Signal wires on met1:
Bar = 50 um. Supply wires on this layer in grey.
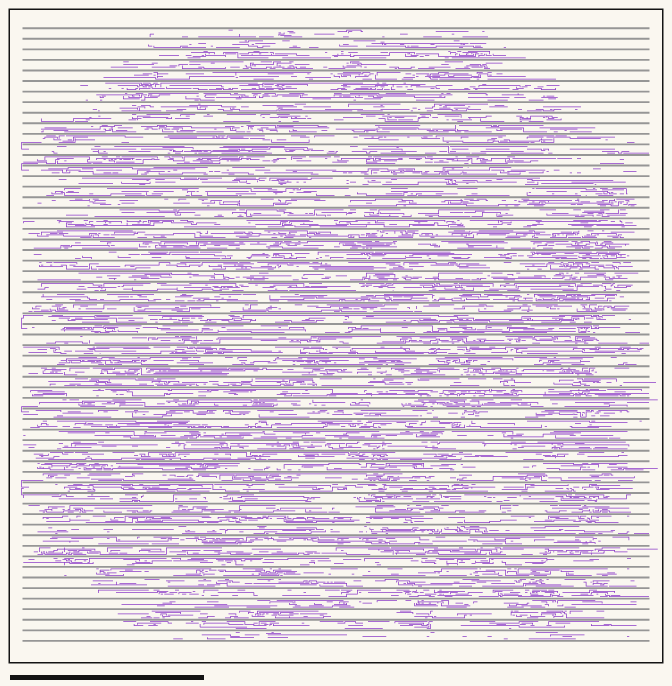
Metal 2:
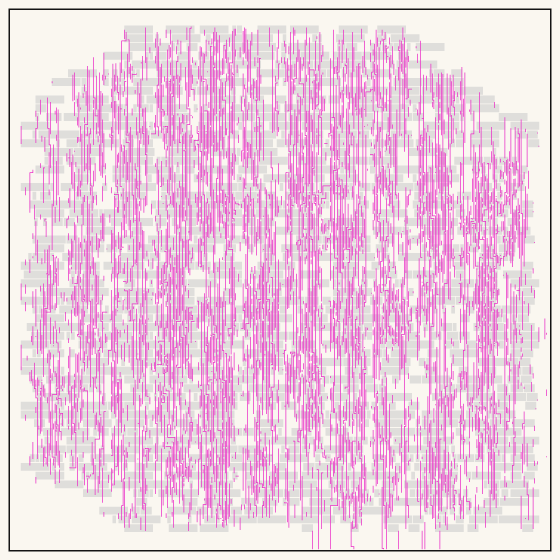
Metal 3:
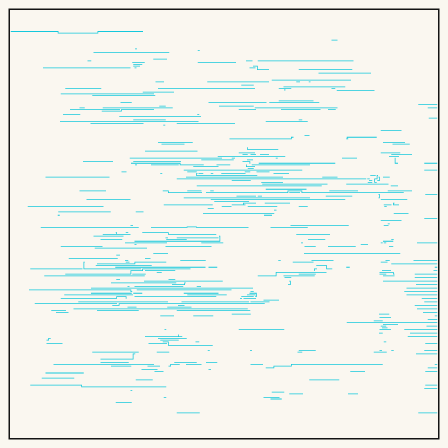
Met4 routing:
Bar = 50 um. Supply wires on this layer in grey.
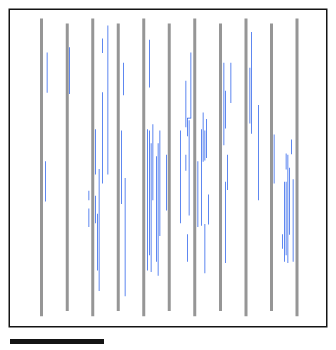
Routing congestion map:
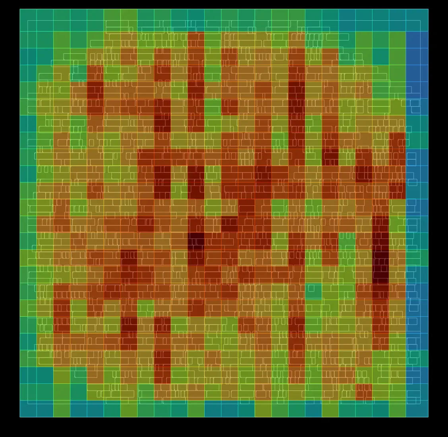
<file path="src/rtl/text_console_ctrl.sv">
// Text-console write engine: turns an ASCII stream into character-buffer write strobes,
// maintaining the cursor, a per-row line-end table and a hardware scroll offset.
module text_console_ctrl #(
    parameter int COLS  = 70,
    parameter int ROWS  = 30,
    parameter int COL_W = 7,
    parameter int ROW_W = 5,
    parameter int TAB_W = 4
) (
    input  logic                   clk,
    input  logic                   clrn,
    input  logic                   in_valid,
    input  logic [7:0]             in_data,
    output logic                   in_ready,
    output logic                   wr_en,
    output logic [COL_W+ROW_W-1:0] wr_addr,
    output logic [7:0]             wr_data,
    output logic [ROW_W-1:0]       scroll_offset,
    output logic [COL_W-1:0]       cur_col,
    output logic [ROW_W-1:0]       cur_row,
    output logic                   clearing
);
    localparam int BUF_ROWS  = 1 << ROW_W;
    localparam int TAB_SUM_W = COL_W + 1;
    localparam logic [COL_W-1:0]     LAST_COL = COL_W'(COLS - 1);
    localparam logic [COL_W-1:0]     COLS_END = COL_W'(COLS);
    localparam logic [ROW_W-1:0]     LAST_ROW = ROW_W'(ROWS - 1);
    localparam logic [TAB_SUM_W-1:0] TAB_MASK = TAB_SUM_W'(TAB_W - 1);

    typedef enum logic [1:0] {IDLE, EXEC, CLR_LINE, CLR_ALL} state_t;

    state_t                 state, state_n;
    logic [7:0]             pending_code, pending_code_n;
    logic [COL_W-1:0]       col_n, clr_col, clr_col_n;
    logic [ROW_W-1:0]       row_n, offset_n, clr_row, clr_row_n;
    logic                   wr_en_n;
    logic [COL_W+ROW_W-1:0] wr_addr_n;
    logic [7:0]             wr_data_n;

    logic [COL_W-1:0]       line_end [BUF_ROWS];
    logic                   le_set, le_zero, le_wipe;
    logic [ROW_W-1:0]       le_set_row, le_zero_row;
    logic [COL_W-1:0]       le_set_val;

    logic                   newline;
    logic [ROW_W-1:0]       phys_cur, phys_prev;
    logic [COL_W-1:0]       prev_end;
    logic [TAB_SUM_W-1:0]   tab_sum;

    // Physical rows wrap naturally in ROW_W bits.
    assign phys_cur  = cur_row + scroll_offset;
    assign phys_prev = cur_row - 1'b1 + scroll_offset;
    assign prev_end  = line_end[phys_prev];
    assign tab_sum   = ({1'b0, cur_col} | TAB_MASK) + 1'b1;

    assign in_ready  = (state == IDLE);
    assign clearing  = (state == CLR_LINE) || (state == CLR_ALL);

    always_ff @(posedge clk or negedge clrn) begin
        if (!clrn) state <= CLR_ALL;
        else       state <= state_n;
    end

    // NOTE: every always_comb output gets a default first, so no path can infer a latch.
    always_comb begin
        state_n        = state;
        pending_code_n = pending_code;
        col_n          = cur_col;
        row_n          = cur_row;
        offset_n       = scroll_offset;
        clr_col_n      = clr_col;
        clr_row_n      = clr_row;
        wr_en_n        = 1'b0;
        wr_addr_n      = wr_addr;
        wr_data_n      = wr_data;
        le_set         = 1'b0;
        le_set_row     = phys_cur;
        le_set_val     = '0;
        le_zero        = 1'b0;
        le_zero_row    = '0;
        le_wipe        = 1'b0;
        newline        = 1'b0;

        case (state)
            IDLE: begin
                if (in_valid) begin
                    pending_code_n = in_data;
                    state_n        = EXEC;
                end
            end

            EXEC: begin
                state_n = IDLE;
                if (pending_code >= 8'h20 && pending_code <= 8'h7E) begin
                    wr_en_n   = 1'b1;
                    wr_addr_n = {cur_col, phys_cur};
                    wr_data_n = pending_code;
                    if (cur_col < LAST_COL) begin
                        col_n = cur_col + 1'b1;
                    end else begin
                        le_set     = 1'b1;
                        le_set_val = COLS_END;
                        newline    = 1'b1;
                    end
                end else begin
                    case (pending_code)
                        8'h0A, 8'h0D: begin
                            le_set     = 1'b1;
                            le_set_val = cur_col;
                            newline    = 1'b1;
                        end
                        8'h08: begin
                            if (cur_col != '0) begin
                                col_n     = cur_col - 1'b1;
                                wr_en_n   = 1'b1;
                                wr_addr_n = {cur_col - 1'b1, phys_cur};
                                wr_data_n = 8'h00;
                            end else if (cur_row != '0) begin
                                // A full previous line means the cursor lands on, and erases, its last cell.
                                row_n = cur_row - 1'b1;
                                if (prev_end == COLS_END) begin
                                    col_n     = LAST_COL;
                                    wr_en_n   = 1'b1;
                                    wr_addr_n = {LAST_COL, phys_prev};
                                    wr_data_n = 8'h00;
                                end else begin
                                    col_n = prev_end;
                                end
                            end
                        end
                        8'h09: begin
                            col_n = (tab_sum > {1'b0, LAST_COL}) ? LAST_COL : tab_sum[COL_W-1:0];
                        end
                        8'h0C: begin
                            col_n     = '0;
                            row_n     = '0;
                            offset_n  = '0;
                            le_wipe   = 1'b1;
                            clr_col_n = '0;
                            clr_row_n = '0;
                            state_n   = CLR_ALL;
                        end
                        default: ;
                    endcase
                end

                if (newline) begin
                    col_n = '0;
                    if (cur_row < LAST_ROW) begin
                        row_n = cur_row + 1'b1;
                    end else begin
                        offset_n    = scroll_offset + 1'b1;
                        le_zero     = 1'b1;
                        le_zero_row = LAST_ROW + offset_n;
                        clr_col_n   = '0;
                        state_n     = CLR_LINE;
                    end
                end
            end

            CLR_LINE: begin
                wr_en_n   = 1'b1;
                wr_addr_n = {clr_col, LAST_ROW + scroll_offset};
                wr_data_n = 8'h00;
                if (clr_col == LAST_COL) state_n = IDLE;
                else                     clr_col_n = clr_col + 1'b1;
            end

            CLR_ALL: begin
                wr_en_n   = 1'b1;
                wr_addr_n = {clr_col, clr_row};
                wr_data_n = 8'h00;
                if (clr_col == LAST_COL) begin
                    clr_col_n = '0;
                    clr_row_n = clr_row + 1'b1;
                    if (clr_row == '1) state_n = IDLE;
                end else begin
                    clr_col_n = clr_col + 1'b1;
                end
            end

            default: state_n = IDLE;
        endcase
    end

    // NOTE: line_end is reset on purpose: rows never terminated must read back as 0.
    always_ff @(posedge clk or negedge clrn) begin
        if (!clrn) begin
            pending_code  <= 8'h00;
            cur_col       <= '0;
            cur_row       <= '0;
            scroll_offset <= '0;
            clr_col       <= '0;
            clr_row       <= '0;
            wr_en         <= 1'b0;
            wr_addr       <= '0;
            wr_data       <= 8'h00;
            for (int i = 0; i < BUF_ROWS; i++) line_end[i] <= '0;
        end else begin
            pending_code  <= pending_code_n;
            cur_col       <= col_n;
            cur_row       <= row_n;
            scroll_offset <= offset_n;
            clr_col       <= clr_col_n;
            clr_row       <= clr_row_n;
            wr_en         <= wr_en_n;
            wr_addr       <= wr_addr_n;
            wr_data       <= wr_data_n;
            if (le_wipe) begin
                for (int i = 0; i < BUF_ROWS; i++) line_end[i] <= '0;
            end else begin
                if (le_set)  line_end[le_set_row]  <= le_set_val;
                if (le_zero) line_end[le_zero_row] <= '0;
            end
        end
    end

endmodule

</file>
<file path="config.mk">
export PLATFORM = sky130hd
export DESIGN_NAME = text_console_ctrl
export DESIGN_NICKNAME = d
export VERILOG_FILES = /design/src/rtl/text_console_ctrl.sv
export SDC_FILE = /design/constraint.sdc
export NUM_CORES = 1
export LEC_CHECK = 0
export CAP_MARGIN = 20
export CORE_MARGIN = 3
export CORE_UTILIZATION = 60
export DETAILED_ROUTE_END_ITERATION = 16
export GPL_ROUTABILITY_DRIVEN = 0
export PLACE_DENSITY_LB_ADDON = 0.12
export SLEW_MARGIN = 0
export SYNTH_ARGS = -nofsm -noshare
export SYNTH_HDL_FRONTEND = slang
export SYNTH_SLANG_ARGS = --single-unit
</file>
<file path="constraint.sdc">
create_clock -name clk -period 12.4 [get_ports clk]
set_clock_uncertainty 0.05 [all_clocks]
set_input_delay 1.24 -clock clk [delete_from_list [all_inputs] [get_ports clk]]
set_output_delay 1.24 -clock clk [all_outputs]
set_load 0.1 [all_outputs]
</file>
==> run summary <==
Hold Crit Start -> wr_data[7]$_DFFE_PN0P_
I/O Buffers -> 50
Main flop type -> dfrtp_1
Initial antenna violation count -> 1
Reg2Reg Depth -> 13
Worst setup startpoint -> cur_row[0]$_DFFE_PN0N_
Logic area -> 8210 um2
Clock-pin slew on the worst setup and hold paths -> 0.06 ns
Die Size -> 28200 um2
Tightest hold margin -> 0.450 ns
Top area cell types -> dfrtp_1, mux2i_1, mux4_2
Kind of critical path -> flip-flop to flip-flop
Seq area share -> 0.407
Detailed Route Iter0 Violations -> 1445
WHS Path Cells -> 1
Antenna diodes -> 0
RSZ-0062 raised after global routing -> false
Final Setup Violations -> 0
DIE HEIGHT -> 168 um
Non-CTS inverters -> 21
Post-Synth Adder-Cell Area -> 0.0208
Max incr delay on CP -> 0.81 ns
IO Count -> 51
Largest net degree at the start of global routing -> 164
F_max -> 190 MHz
Chip width -> 168 um
Syn avg cell area -> 10.4 um2
Final hold violation count -> 0
Layout filler cell count -> 1894
Worst path slowest cell -> o21a_1
Drc violations -> 0
Post-Place Cells -> 1829
Clock buffer count -> 39
Max_cap viols -> 0
Log Warnings -> 38
Max Root-Sink Buffers -> 3
Slew Limit Fails -> 0
Reg-to-Reg End -> wr_addr[10]$_DFFE_PN0P_
Register area share after synthesis -> 0.452
Crit path to -> wr_addr[10]$_DFFE_PN0P_
Hold EP -> wr_data[7]$_DFFE_PN0P_
Synth top cell by count -> dfrtp_1
Fin cells -> 1882
First-pass GRT wire length -> 70.1 mm
Layout cell share with drive strength beyond 1 -> 0.118
Most frequent cells in the layout -> dfrtp_1, nor2_1, mux2i_1
Overall Power -> 0.00336 W
Buffer share of cell area -> 0.0378
Flop count -> 284
Crit-path leading delay family -> AND-OR/OR-AND gates
Num rows -> 58
Ys async rst share -> 1.00
Crit. path cell count -> 13
WP data required -> 12.80 ns
Area Growth Syn to Fin -> 11.1%
Root buffer cell -> clkbuf_16
Synth Area in Compound Gates -> 0.104
Period Utilization, post-route -> 0.425
Top cell excl fill/tap -> dfrtp_1
Well Taps -> 330
Rel. slew slack -> 0.288
Cell type with the largest total area -> dfrtp_1
Power density over the cells -> 192 nW/um2
Clock sinks -> 284
Hold_buf cts -> 0
Detailed placer's ending HPWL -> 29.4 mm
Clock-cell share -> 0.0574
Post-Syn Instances -> 1519
Area fraction in mux cells -> 0.224
Number of enable flip-flop cells -> 0
Nets -> 1567
Number of setup buffers added after CTS -> 0
Main logic family -> multiplexers
Cells along the critical path -> inv_1, ha_1, fa_2, buf_4, mux4_2, mux2i_1, mux2_2, nor4_1, a22oi_1, o21a_1, or2_4, inv_1, o221a_2
Post-synth top cells -> dfrtp_1, nor2_1, mux2i_1
Worst-path maximum fanout -> 57
Mapped Area -> 15700 um2
H-tree depth -> 1
Area after DPL -> 16500 um2
Simple share -> 0.152
FF-to-FF Start -> cur_row[0]$_DFFE_PN0N_
Multi-Input Combinational -> 1125
Comb area share -> 0.470
Crit path arrival time -> 5.68 ns
Fin worst setup slack -> 7.13 ns
Yosys cell types -> 73
Resize count post-CTS -> 0
Max-area cell share -> 0.449
Slew @ Worst Pin -> 1.06 ns
Status -> finished, final reports clean
Post-Synth XOR/XNOR Area -> 0.0165
Total CTS buffers -> 30
Antenna-violating nets left -> 0
Setup TNS -> 0 ns
Vias per cell -> 6.60
CTS tree -> done
Yosys cell count -> 1519
Synthesized registers -> 284
Worst setup EP type -> flip-flop
Reg2reg setup slack -> 7.13 ns
Post-Place Setup Slack -> 7.29 ns
## Picture notes: 'signal wires on met1'
- wire length on this layer: 18400 um
- nets with wire on the layer: 1452
- share of all routed wire: 41%
- longest straight run: 50.4 um
- main direction: horizontal
grt met1 use: 0.445
final wirelength: 44.4 mm

## Picture notes: 'metal 2'
- nets with wire on the layer: 1299
- wire length on this layer: 19800 um
- main direction: vertical
- longest straight run: 54.4 um
- share of all routed wire: 45%

## Picture notes: 'metal 3'
- share of all routed wire: 9.7%
- wire length on this layer: 4300 um
- main direction: horizontal
- longest straight run: 74.1 um
- nets with wire on the layer: 226
routed vias: 12419
met3 Use GR: 0.0728

## Picture notes: 'met4 routing'
- main direction: vertical
- longest straight run: 78.9 um
- wire length on this layer: 1880 um

## Picture notes: 'routing congestion map'
DR WL/cell: 23.6 um
GRT Util Overall: 0.312
Top Usage Layer GRT: met2
Finished Core Util: 0.686
met2 usage: 0.470

-- sequential cells by signal (all words and copies together), names as in the netlist --
register,count
clr_col,7
cur_col,7
wr_data,8
wr_en,1
scroll_offset,5
wr_addr,12
clr_row,5
pending_code,8
cur_row,5
line_end,224
state,2
-- where the power goes --
group	internal [W]	total (W)	switching (W)
combinational	0.000430	0.00134	0.000910
sequential	0.000990	0.00111	0.000122
clock	0.000522	0.000910	0.000388
-- per-layer routing --
layer / part of all wire / track usage / up-vias / routed length (um)
met5: 0 / 0 / - / 0
met4: 0.042 / 0.124 / 0 / 1880
met3: 0.097 / 0.0728 / 120 / 4300
met2: 0.45 / 0.470 / 634 / 19800
met1: 0.41 / 0.445 / 6198 / 18400
li1: - / - / 5467 / -
Power is estimated from default activity; no workload was simulated.
